## src/rtl/uart_pkg.sv

```systemverilog
// Shared types and constants for the parametrised UART receiver slice.
package uart_pkg;

  typedef enum logic [2:0] {
    IDLE,
    START,
    DATA,
    PARITY,
    STOP1,
    STOP2,
    BRK_WAIT
  } recv_state_e;

  localparam logic [1:0] PAR_NONE = 2'b00;
  localparam logic [1:0] PAR_EVEN = 2'b01;
  localparam logic [1:0] PAR_ODD  = 2'b10;
  localparam logic [1:0] PAR_MARK = 2'b11;

  localparam int unsigned ERR_PAR = 0;
  localparam int unsigned ERR_FRM = 1;
  localparam int unsigned ERR_BRK = 2;

  function automatic logic [3:0] clamp_bits(input logic [3:0] req, input logic [3:0] max_bits);
    if (req < 4'd5)
      return 4'd5;
    else if (req > max_bits)
      return max_bits;
    else
      return req;
  endfunction

  // xor_data is the running XOR of the received data bits
  function automatic logic parity_error(input logic [1:0] mode, input logic xor_data,
                                        input logic par_bit);
    unique case (mode)
      PAR_EVEN: return xor_data ^ par_bit;
      PAR_ODD:  return ~(xor_data ^ par_bit);
      PAR_MARK: return ~par_bit;
      default:  return 1'b0;
    endcase
  endfunction

endpackage

```

## src/rtl/uart_sync_fifo.sv

```systemverilog
// Synchronous first-word-fall-through FIFO; head reads zero while empty.
module uart_sync_fifo #(
  parameter int unsigned WIDTH = 12,
  parameter int unsigned DEPTH = 8
) (
  input  logic                         clk,
  input  logic                         arst,
  input  logic                         push,
  input  logic [WIDTH-1:0]             push_data,
  input  logic                         pop,
  output logic [WIDTH-1:0]             pop_data,
  output logic                         full,
  output logic                         empty,
  output logic [$clog2(DEPTH+1)-1:0]   count
);

  localparam int unsigned PTR_W = $clog2(DEPTH);
  localparam int unsigned CNT_W = $clog2(DEPTH+1);

  logic [WIDTH-1:0] mem [DEPTH];
  logic [PTR_W-1:0] wr_ptr;
  logic [PTR_W-1:0] rd_ptr;
  logic             do_push;
  logic             do_pop;

  assign empty    = (count == '0);
  assign full     = (count == CNT_W'(DEPTH));
  assign do_pop   = pop & ~empty;
  // A pop in the same cycle frees a slot, so a full FIFO still accepts the push
  assign do_push  = push & (~full | do_pop);
  assign pop_data = empty ? '0 : mem[rd_ptr];

  always_ff @(posedge clk) begin
    if (do_push)
      mem[wr_ptr] <= push_data;
  end

  always_ff @(posedge clk or posedge arst) begin
    if (arst) begin
      wr_ptr <= '0;
      rd_ptr <= '0;
      count  <= '0;
    end else begin
      if (do_push)
        wr_ptr <= wr_ptr + 1'b1;
      if (do_pop)
        rd_ptr <= rd_ptr + 1'b1;
      if (do_push && !do_pop)
        count <= count + 1'b1;
      else if (do_pop && !do_push)
        count <= count - 1'b1;
    end
  end

endmodule

```

## src/rtl/uart_recv_fifo.sv

```systemverilog
// Oversampling UART receiver with runtime framing config, break detection
// and an RX FIFO carrying per-word {break, framing, parity} flags.
module uart_recv_fifo
  import uart_pkg::*;
#(
  parameter int unsigned DATA_W     = 9,
  parameter int unsigned OVERSAMPLE = 16,
  parameter int unsigned DIV_W      = 16,
  parameter int unsigned DEPTH      = 8
) (
  input  logic                         clk,
  input  logic                         arst,
  input  logic                         active,
  input  logic [DIV_W-1:0]             cfg_div,
  input  logic [3:0]                   cfg_data_bits,
  input  logic [1:0]                   cfg_parity,
  input  logic                         cfg_stop,
  input  logic                         rx,
  output logic                         rd_valid,
  input  logic                         rd_ready,
  output logic [DATA_W-1:0]            rd_data,
  output logic [2:0]                   rd_err,
  output logic [$clog2(DEPTH+1)-1:0]   fifo_count,
  output logic                         busy,
  output logic                         recv,
  output logic                         overrun,
  input  logic                         ovr_clr
);

  localparam int unsigned SAMP_W = $clog2(OVERSAMPLE);
  localparam logic [SAMP_W-1:0] IDX_A   = SAMP_W'(OVERSAMPLE/2 - 1);
  localparam logic [SAMP_W-1:0] IDX_B   = SAMP_W'(OVERSAMPLE/2);
  localparam logic [SAMP_W-1:0] IDX_MID = SAMP_W'(OVERSAMPLE/2 + 1);
  localparam logic [SAMP_W-1:0] IDX_END = SAMP_W'(OVERSAMPLE - 1);

  recv_state_e state, state_next;

  logic rx_s1, rx_s2, rx_d;
  logic fall, start_edge;
  logic [DIV_W-1:0]  tick_cnt, div_q;
  logic [SAMP_W-1:0] samp_idx;
  logic tick, mid, bit_end;
  logic s0, s1, bit_val;
  logic rx_hi;

  logic [DATA_W-1:0] data_q;
  logic [3:0]        bit_cnt, nbits_q;
  logic [1:0]        par_q;
  logic              stop2_q, xor_q, zero_q, par_err_q, stop1_bad_q;

  logic       done;
  logic [2:0] err_now;
  logic       push_q;
  logic [DATA_W+2:0] push_word;
  logic [DATA_W+2:0] head;
  logic       full, empty, pop;

  always_ff @(posedge clk or posedge arst) begin
    if (arst) begin
      rx_s1 <= 1'b1;
      rx_s2 <= 1'b1;
      rx_d  <= 1'b1;
    end else begin
      rx_s1 <= rx;
      rx_s2 <= rx_s1;
      rx_d  <= rx_s2;
    end
  end

  assign fall       = rx_d & ~rx_s2;
  assign start_edge = (state == IDLE) & active & fall;
  assign tick       = (tick_cnt == '0);
  assign mid        = tick & (samp_idx == IDX_MID);
  assign bit_end    = tick & (samp_idx == IDX_END);
  assign bit_val    = (s0 & s1) | (s0 & rx_s2) | (s1 & rx_s2);

  always_ff @(posedge clk or posedge arst) begin
    if (arst) begin
      tick_cnt <= '0;
      samp_idx <= '0;
      s0       <= 1'b1;
      s1       <= 1'b1;
    end else if (start_edge) begin
      tick_cnt <= cfg_div;
      samp_idx <= '0;
    end else if (tick) begin
      tick_cnt <= div_q;
      samp_idx <= (samp_idx == IDX_END) ? '0 : samp_idx + 1'b1;
      if (samp_idx == IDX_A)
        s0 <= rx_s2;
      if (samp_idx == IDX_B)
        s1 <= rx_s2;
    end else begin
      tick_cnt <= tick_cnt - 1'b1;
    end
  end

  // Break recovery needs the line high across a whole tick interval
  always_ff @(posedge clk or posedge arst) begin
    if (arst)
      rx_hi <= 1'b0;
    else if (state != BRK_WAIT || !rx_s2)
      rx_hi <= 1'b0;
    else if (tick)
      rx_hi <= 1'b1;
  end

  always_ff @(posedge clk or posedge arst) begin
    if (arst)
      state <= IDLE;
    else
      state <= state_next;
  end

  always_comb begin
    state_next = state;
    done       = 1'b0;
    err_now    = '0;
    unique case (state)
      IDLE: if (fall) state_next = START;
      START: begin
        if (mid && bit_val)
          state_next = IDLE;
        else if (bit_end)
          state_next = DATA;
      end
      DATA: begin
        if (bit_end && bit_cnt == nbits_q - 4'd1)
          state_next = (par_q == PAR_NONE) ? STOP1 : PARITY;
      end
      PARITY: if (bit_end) state_next = STOP1;
      STOP1: begin
        if (stop2_q) begin
          if (bit_end)
            state_next = STOP2;
        end else if (mid) begin
          done             = 1'b1;
          err_now[ERR_PAR] = par_err_q;
          err_now[ERR_FRM] = ~bit_val;
          err_now[ERR_BRK] = zero_q & ~bit_val;
          state_next       = err_now[ERR_BRK] ? BRK_WAIT : IDLE;
        end
      end
      STOP2: begin
        if (mid) begin
          done             = 1'b1;
          err_now[ERR_PAR] = par_err_q;
          err_now[ERR_FRM] = stop1_bad_q | ~bit_val;
          err_now[ERR_BRK] = zero_q & stop1_bad_q;
          state_next       = err_now[ERR_BRK] ? BRK_WAIT : IDLE;
        end
      end
      BRK_WAIT: if (tick && rx_hi && rx_s2) state_next = IDLE;
      default: state_next = IDLE;
    endcase
    if (!active) begin
      state_next = IDLE;
      done       = 1'b0;
    end
  end

  always_ff @(posedge clk or posedge arst) begin
    if (arst) begin
      div_q       <= '0;
      nbits_q     <= 4'd5;
      par_q       <= PAR_NONE;
      stop2_q     <= 1'b0;
      data_q      <= '0;
      bit_cnt     <= '0;
      xor_q       <= 1'b0;
      zero_q      <= 1'b1;
      par_err_q   <= 1'b0;
      stop1_bad_q <= 1'b0;
    end else if (start_edge) begin
      div_q       <= cfg_div;
      nbits_q     <= clamp_bits(cfg_data_bits, 4'(DATA_W));
      par_q       <= cfg_parity;
      stop2_q     <= cfg_stop;
      data_q      <= '0;
      bit_cnt     <= '0;
      xor_q       <= 1'b0;
      zero_q      <= 1'b1;
      par_err_q   <= 1'b0;
      stop1_bad_q <= 1'b0;
    end else if (mid) begin
      unique case (state)
        DATA: begin
          for (int unsigned i = 0; i < DATA_W; i++)
            if (i == 32'(bit_cnt))
              data_q[i] <= bit_val;
          xor_q  <= xor_q ^ bit_val;
          zero_q <= zero_q & ~bit_val;
        end
        PARITY: begin
          par_err_q <= parity_error(par_q, xor_q, bit_val);
          zero_q    <= zero_q & ~bit_val;
        end
        STOP1:   stop1_bad_q <= ~bit_val;
        default: ;
      endcase
    end else if (bit_end && state == DATA) begin
      bit_cnt <= bit_cnt + 4'd1;
    end
  end

  always_ff @(posedge clk or posedge arst) begin
    if (arst) begin
      push_q    <= 1'b0;
      push_word <= '0;
      overrun   <= 1'b0;
    end else begin
      push_q <= done;
      if (done)
        push_word <= {err_now, data_q};
      if (push_q && full && !pop)
        overrun <= 1'b1;
      else if (ovr_clr)
        overrun <= 1'b0;
    end
  end

  assign pop      = rd_valid & rd_ready;
  assign rd_valid = ~empty;
  assign rd_data  = head[DATA_W-1:0];
  assign rd_err   = head[DATA_W+2:DATA_W];
  assign busy     = (state != IDLE);
  assign recv     = push_q;

  uart_sync_fifo #(
    .WIDTH (DATA_W + 3),
    .DEPTH (DEPTH)
  ) u_fifo (
    .clk       (clk),
    .arst      (arst),
    .push      (push_q),
    .push_data (push_word),
    .pop       (pop),
    .pop_data  (head),
    .full      (full),
    .empty     (empty),
    .count     (fifo_count)
  );

endmodule

```

## config.mk

```make
export PLATFORM = sky130hd
export DESIGN_NAME = uart_recv_fifo
export DESIGN_NICKNAME = d
export VERILOG_FILES = /design/src/rtl/uart_pkg.sv /design/src/rtl/uart_sync_fifo.sv /design/src/rtl/uart_recv_fifo.sv
export SDC_FILE = /design/constraint.sdc
export NUM_CORES = 1
export LEC_CHECK = 0
export CAP_MARGIN = 20
export CORE_UTILIZATION = 45
export CTS_BUF_LIST = sky130_fd_sc_hd__clkbuf_8
export DETAILED_ROUTE_END_ITERATION = 7
export HOLD_SLACK_MARGIN = 0.06
export SLEW_MARGIN = 20
export SYNTH_ARGS = -nofsm -noshare
export SYNTH_HDL_FRONTEND = slang
export SYNTH_SLANG_ARGS = --single-unit
```

## constraint.sdc

```tcl
create_clock -name clk -period 3.3 [get_ports clk]
set_input_delay 0.33 -clock clk [delete_from_list [all_inputs] [get_ports clk]]
set_output_delay 0.33 -clock clk [all_outputs]
set_load 0.05 [all_outputs]
```

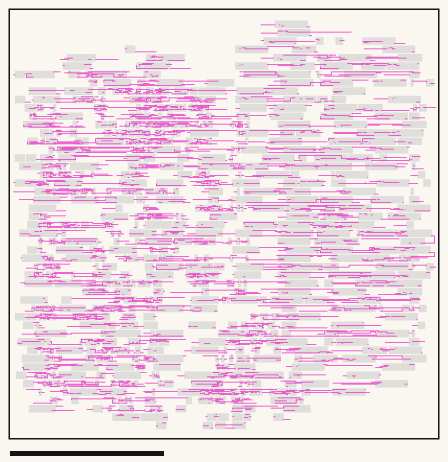
(images/met1.png)
Scale bar: 50 um.
wire length on this layer = 7160 um
main direction = horizontal
number of vias in the routed layout: 5243
met1 track demand over resource: 22.4%
total routed wirelength: 16.4 mm

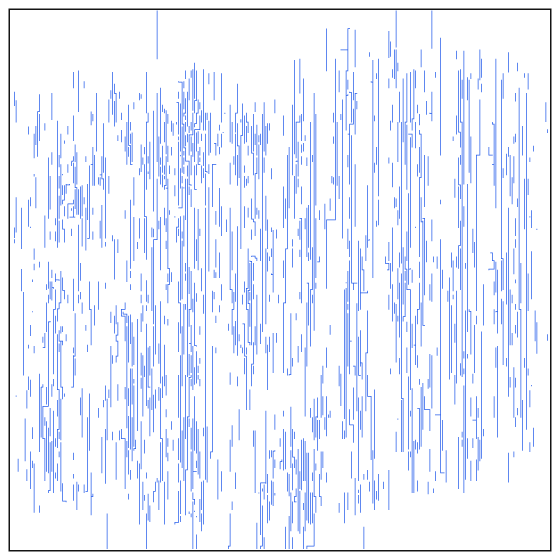
(images/met2.png)
main direction = vertical
nets with wire on the layer = 612
wire length on this layer = 8590 um
share of all routed wire = 52%

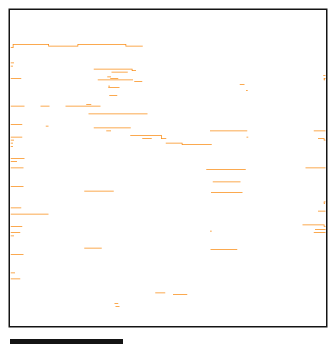
(images/met3.png)
Scale bar: 50 um.
wire length on this layer = 457 um
nets with wire on the layer = 51
share of all routed wire = 2.8%
GRT met3 Usage: 3.23%

==> summary.json <==
{
  "run_status": {
    "status": "complete, no violations"
  },
  "synth": {
    "ys_area_um2": 8480,
    "synthArstFlopShare_pct": 49.2,
    "synth.logic.top_family": "simple AND/OR/NAND/NOR gates",
    "dominantRegCellSynth": "sky130_fd_sc_hd__edfxtp_1",
    "number_of_synthesized_flops_with_an_enable_pin": 96,
    "netlist_area_um2": 8480,
    "fp_nets": 727,
    "postSynthCellCount": 682
  },
  "sta": {
    "finalCriticalPeriod_ps": 2670,
    "rsz0062_at_grt": "false",
    "timing.final.setup_violations": 0,
    "worst_pin_slew_ps": 841,
    "relSlewSlack_pct": 43.9,
    "fmax_mhz": 374,
    "final_hold_violation_tally": 0
  },
  "clock_tree": {
    "cts.htree.levels": 4,
    "insertion_delay_ps": 470,
    "tritoncts_clock_tree": "built",
    "clk_pin_slew_worst_paths_ps": 110,
    "cts_root_buffer": "sky130_fd_sc_hd__clkbuf_8",
    "clockBufferDepth": 2,
    "cts-hold-fix-buffers": 0
  },
  "cells_and_area": {
    "logic_share_of_the_area_pct": 31.8,
    "design.seq.count": 189,
    "non_clock_inverter_total_of_the_final_layout": 18,
    "multiInputCombCellCount": 443,
    "drive_gt1_share_pct": 16.6,
    "layout.cells.largest_class": "registers",
    "final_layout_top_logic_cell": "sky130_fd_sc_hd__nand2_1",
    "combGateArea_um2": 3060,
    "final-seq-area_um2": 5220,
    "nNetsFinal": 784
  },
  "grt": {
    "grtUsageTotal_pct": 18.0,
    "via_count_of_the_first_global_routing_pass": 5264,
    "globalRoute.totalOverflow": 0,
    "antenna_found_initial": 0
  },
  "detailed_routing": {
    "detailedRoute.firstPassIterationCount": 4,
    "drt.antenna.violating_nets": 0,
    "drt_iter0_markers": 292
  },
  "worst_setup_path": {
    "crit_cells": 5,
    "cp.arrival_ps": 2340,
    "timing.setup.critical_path_class": "reg -> out",
    "cp-start-kind": "register",
    "worst_setup_ep_type": "output pin"
  },
  "pwr": {
    "power_per_cell_area_nw_per_um2": 746,
    "combinationalPowerShare_pct": 33.7,
    "internal-power_uw": 4470,
    "report.power.total_uw": 7190
  },
  "placed_design": {
    "detailed_place_hpwl_mm": 11.0
  },
  "die": {
    "die_w_um": 139,
    "initial_core_util_pct": 46.6
  },
  "flow_run": {
    "log_warnings": 32
  },
  "hold_path": {
    "holdPathStages": 1
  }
}
## path summary, 6_finish.rpt
| kind | startpoint | to | slack [ps] |
|---|---|---|---|
| worst min-delay path | rx | rx_s1$_DFF_PP1_ | 240 |
| worst max register to register | u_fifo.count[0]$_DFFE_PP0P_ | u_fifo.count[3]$_DFFE_PP0P_ | 780 |
| worst min register to register | rx_s1$_DFF_PP1_ | rx_s2$_DFF_PP1_ | 370 |
| min in group asynchronous | arst | tick_cnt[11]$_DFF_PP0_ | 280 |
| worst max-delay path | u_fifo.rd_ptr[1]$_DFFE_PP0P_ | rd_data[4] | 630 |
| max in group asynchronous | arst | push_word[8]$_DFFE_PP0P_ | 2270 |
## stage by stage
step	utilization, %	setup slack (ps)	std cells	instance area, um^2	hold slack [ps]
after floorplan	-	290	682	8480	334
after detailed placement	50.8	638	949	9260	353
after global routing	53.0	458	981	9640	232
after global placement	50.8	785	949	9260	346
after CTS	53.0	558	981	9640	225
final	53.0	629	981	9640	244
## layer usage
metal | global-route usage, % | wire length, um | vias up
met3 | 3.23 | 457 | 13
met5 | 0 | 0 | -
met4 | 5.73 | 153 | 0
met2 | 31.9 | 8590 | 93
li1 | - | - | 2556
met1 | 22.4 | 7160 | 2581
## Yosys cell counts, types with 3 or more instances
cell type	n
sky130_fd_sc_hd__a21bo_2	4
sky130_fd_sc_hd__a21o_1	3
sky130_fd_sc_hd__a21oi_1	21
sky130_fd_sc_hd__buf_2	8
sky130_fd_sc_hd__clkbuf_1	20
sky130_fd_sc_hd__dfrtp_1	85
sky130_fd_sc_hd__dfstp_2	8
sky130_fd_sc_hd__edfxtp_1	96
sky130_fd_sc_hd__ha_1	15
sky130_fd_sc_hd__inv_1	18
sky130_fd_sc_hd__mux2_2	6
sky130_fd_sc_hd__mux2i_1	19
sky130_fd_sc_hd__mux4_2	24
sky130_fd_sc_hd__nand2_1	133
sky130_fd_sc_hd__nand2b_1	7
sky130_fd_sc_hd__nand3_1	20
sky130_fd_sc_hd__nand4_1	4
sky130_fd_sc_hd__nor2_1	43
sky130_fd_sc_hd__nor2b_1	4
sky130_fd_sc_hd__nor3_1	14
sky130_fd_sc_hd__nor4_1	5
sky130_fd_sc_hd__o211ai_1	5
sky130_fd_sc_hd__o21ai_0	36
sky130_fd_sc_hd__o21ai_1	3
sky130_fd_sc_hd__o31ai_1	4
sky130_fd_sc_hd__or3_1	4
sky130_fd_sc_hd__xnor2_1	20
sky130_fd_sc_hd__xor2_1	7
## state kept, by name, indices dropped and copies added, names as in the netlist, 2 cells and up
register,cells
bit_cnt,4
data_q,9
div_q,16
nbits_q,4
par_q,2
push_word,12
samp_idx,4
state,3
tick_cnt,16
u_fifo.count,4
u_fifo.mem,96
u_fifo.rd_ptr,3
u_fifo.wr_ptr,3
## power groups by stage
stage	clock (uW)	combinational (uW)	sequential [uW]
after CTS	1540	2450	3270
after floorplan	0	1910	3190
after global routing	1630	2670	3340
after detailed placement	0	2440	3320
after global placement	0	2390	3310
final	1500	2420	3270
Power figures rest on the tool's default switching activity, not on a simulated workload.
